Fig. 1: power grid
Scale bar: 20 um. Pins as bars on the die edge.
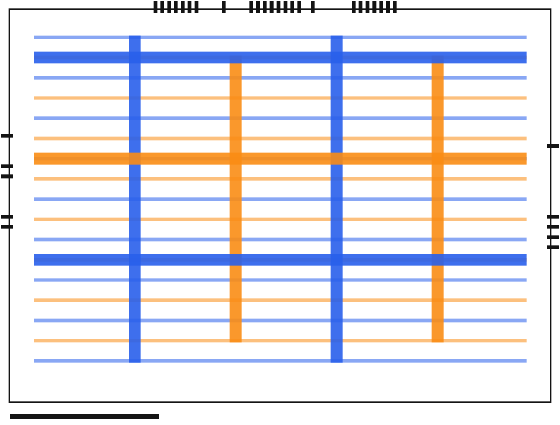
Fig. 2: cell classes on the final placement
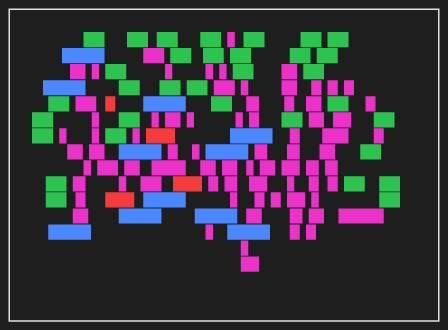
Fig. 3: clock distribution
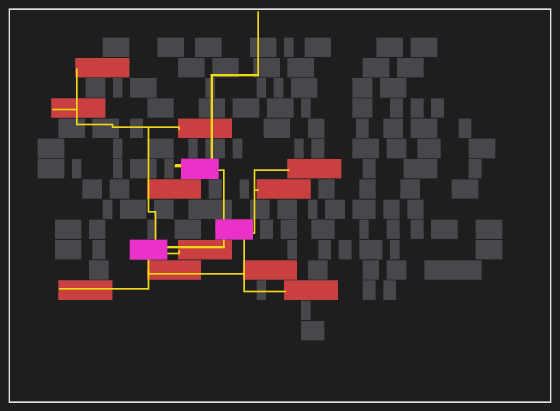
Fig. 4: metal layers overlaid
Scale bar: 20 um.
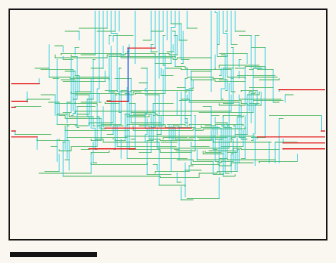
==> config.mk <==
export PLATFORM = sky130hd
export DESIGN_NAME = rr_mux_arbiter
export DESIGN_NICKNAME = d
export VERILOG_FILES = /design/src/rtl/rr_mux_arbiter.sv
export SDC_FILE = /design/constraint.sdc
export NUM_CORES = 1
export LEC_CHECK = 0
export ABC_AREA = 0
export CAP_MARGIN = 20
export CELL_PAD_IN_SITES_DETAIL_PLACEMENT = 1
export CELL_PAD_IN_SITES_GLOBAL_PLACEMENT = 2
export CORE_ASPECT_RATIO = 0.7
export CORE_MARGIN = 3
export CORE_UTILIZATION = 23
export CTS_BUF_LIST = sky130_fd_sc_hd__clkbuf_8 sky130_fd_sc_hd__clkbuf_16
export DETAILED_ROUTE_END_ITERATION = 8
export GPL_ROUTABILITY_DRIVEN = 0
export HOLD_SLACK_MARGIN = 0.12
export PLACE_DENSITY = 0.89
export SETUP_SLACK_MARGIN = 0.5
export SLEW_MARGIN = 25
export SYNTH_ARGS = -nofsm -noshare
export SYNTH_HDL_FRONTEND = slang
export SYNTH_SLANG_ARGS = --single-unit
export TNS_END_PERCENT = 20
==> constraint.sdc <==
create_clock -name clk -period 6.85 [get_ports clk]
set_input_delay 1.7125 -clock clk [delete_from_list [all_inputs] [get_ports clk]]
set_output_delay 1.7125 -clock clk [all_outputs]
set_load 0.02 [all_outputs]
==> flow_metrics.tcl <==
# place-and-route summary
set metrics [dict create \
    final.min_clock_period_ns 6.04 \
    fin_util_pct 39.0 \
    synth-async-reset-ratio_pct 0 \
    slew_viol_final 0 \
    crit_chain "clkdlybuf4s50_1 > nor4_4 > o211a_1 > a41oi_2 > or4_1 > nor2_1 > clkdlybuf4s50_1" \
    syn-mean-instance-area_um2 8.03 \
    max_cap_viol_count 0 \
    largest_reg_flops 4 \
    xor_area_share_pct 1.23 \
    area_growth_pct 57.3 \
    die-area_um2 3820 \
    crit_type "in -> out" \
    yosys_warnings 0 \
    endpoint_kind "primary output" \
    hold_violations 0 \
    tns_ns 0 \
    worstRegToRegCells 6 \
    period_used_pct 88.2 \
    numSynthFlops 11 \
    synth_top_cell_by_count "nor2_1" \
    slowest_delay_ns 0.63 \
    cts_tree "done" \
    critical_path_buf_inv_count 2 \
    io_buffers 33 \
    drt_iter0_markers 48 \
    place_inst 156 \
    start_kind "input port" \
    antenna_found_initial 0 \
    seq_area_um2 220 \
    flop_cell "dfxtp_1" \
    crit_required_ns 5.14 \
    leakagePower_nw 0.435 \
    drtPass1Iterations 4 \
    stdcell_count 160 \
    netlist_instances 89 \
    fp_util_pct 24.8 \
    finalNetCount 148 \
    critical_path_depth 7 \
    ys_seq_share_pct 30.8 \
    ys_sh_mux_pct 5.60 \
    post-dp-hpwl_um 2050 \
    ys_top_logic_family "simple AND/OR/NAND/NOR gates" \
    cts_resized 0 \
    numCtsBuffers 3 \
    warnings 26 \
    aoi_share_pct 28.4 \
    status "complete, no violations" \
    cp_common_cell "clkdlybuf4s50_1" \
    comb_area_um2 470 \
    min_delay_path_depth 2 \
    fp_nets 112 \
    ys_sh_adder_pct 0 \
    grt_pass1_wl_um 4010 \
    clock.fmax_mhz 165 \
    ys_area_um2 714 \
    viasPerCell 5.03 \
    finalPower_uw 214 \
    edf_count 0 \
    crit_slowest_cell "or4_1" \
    ys_cells 89 \
    cts_sinks 11 \
    power_density_nw_per_um2 191 \
    critPathTopFamily "simple AND/OR/NAND/NOR gates" \
    top_cells_by_count "nor2_1, dfxtp_1, o21ai_0" \
    yosysUniqueCellTypes 31 \
    tightestPinTransition_ns 0.443 \
    grt_pass1_vias 816 \
    crit_fanout 8 \
    clkTransAtPathRegs_ns 0.05 \
    num_io_pins 34 \
    postCtsHoldBufs 0 \
    cts_htree_levels 1 \
    ant_nets 0 \
    drive_gt1_share_pct 7.26 \
    postCtsSetupBuffers 0 \
    top_cells_by_area "dfxtp_1, nor2_1, mux2i_1" \
    holdWs_ns 0.471 \
    ys_sh_simple_pct 30.6 \
    slew_headroom_pct 70.5 \
    yosysTopAreaCellShare_pct 30.8 \
    nFillCells 359 \
    cts_buffer_depth 2 \
    drc 0 \
    arrival_ns 4.33 \
    setup_viol 0 \
    reg2reg_slack_ns 4.77 \
    syn_area_um2 714 \
    worstHoldPathType "reg -> reg" \
    root_buffer "clkbuf_8" \
    num_antenna_cells 0 \
    rsz0062_at_grt "no" \
    grt_max_degree 11 \
    largest_area_cell "dfxtp_1" \
    grt-ovfl-total 0 \
]
About Fig. 1:
Key: blue = VSS; orange = VDD
17 met1 rails follow the rows. 34 signal pins sit on the boundary.
core area: 2880 um2
VDD IR max: 102 uV
die width: 72.6 um

About Fig. 2:
Key: blue = sequential cells [cells 11, share of their area 20%]; green = remaining buffers and delay cells [cells 33, share of their area 31%]; magenta = combinational and other logic [cells 76, share of their area 45%]; red = clock drivers and dummy loads [cells 4, share of their area 4.3%]
# rows: 16
Final Cell Area: 1120 um2
Seq area share: 19.6%

About Fig. 3:
Key: red = flip-flops [count 11]; yellow = clock wires [length 164 um]; magenta = clock drivers [count 3]
There are 4 routed clock nets.
Clock Power Share: 30.4%
Clock Latency Late Sink: 0.24 ns
power in the clock group: 65.2 uW
clock skew: 0.00335 ns

About Fig. 4:
Key: cyan = metal 2 [wire length 1,180 um]; blue = metal 4 [wire length 12.2 um]; green = metal 1 [wire length 1,230 um]; red = metal 3 [wire length 104 um]
vias: 804
drt total wl: 2530 um
total track usage: 13.7%
wire per inst: 15.8 um

==> power breakdown <==
part	total [mW]	switching, mW	internal, mW
Clock	0.0652	0.0252	0.0400
Combinational	0.0749	0.0378	0.0371
Sequential	0.0741	0.00383	0.0703
Total	0.214	0.0668	0.147
==> cells in the final DEF (no fill, tap or decap), types with 3 or more instances in the layout <==
| master | count |
|---|---|
| nand2_1 | 5 |
| inv_1 | 3 |
| clkbuf_8 | 3 |
| nor2_1 | 14 |
| o21ai_0 | 8 |
| dfxtp_1 | 11 |
| clkdlybuf4s50_1 | 33 |
| nand2b_1 | 3 |
| a21oi_1 | 3 |
| nand3_1 | 5 |
| a21o_1 | 4 |
| mux2i_1 | 4 |
| o211ai_1 | 5 |
==> per-stage QoR <==
stage	setup slack, ns	cell area (um2)
2_1_floorplan	1.96	714
3_3_place_gp	0.819	1080
3_5_place_dp	0.804	1080
4_1_cts	0.786	1120
5_1_grt	0.671	1120
6_report	0.806	1120
==> per-layer routing <==
layer,up-vias,global-route usage (%),wire length (um)
li1,394,-,-
met1,392,19.7,1230
met2,16,21.0,1180
met3,2,2.11,103
met4,0,3.68,12
met5,-,0,0
==> kinds of logic after synthesis <==
group	count (synthesis)
buffers and inverters	5
flip-flops	11
multiplexers	4
AND-OR/OR-AND	28
AND/OR/NAND/NOR	40
XOR/XNOR	1
==> final cells by class <==
type | instances | share of cell area [%]
clock buffers | 3 | 3.67
clock inverters | 1 | 0.445
inverters | 3 | 1.00
multi-input cells | 73 | 41.9
flip-flops and latches | 11 | 19.6
well taps | 36 | 4.01
repair buffers | 33 | 29.4
==> worst min-delay path, stage by stage, from the launching register on <==
cell and delay (ns):
dfxtp_1 0.32, nand2_1 0.05, o211ai_1 0.06
Power and IR drop assume default switching activity.
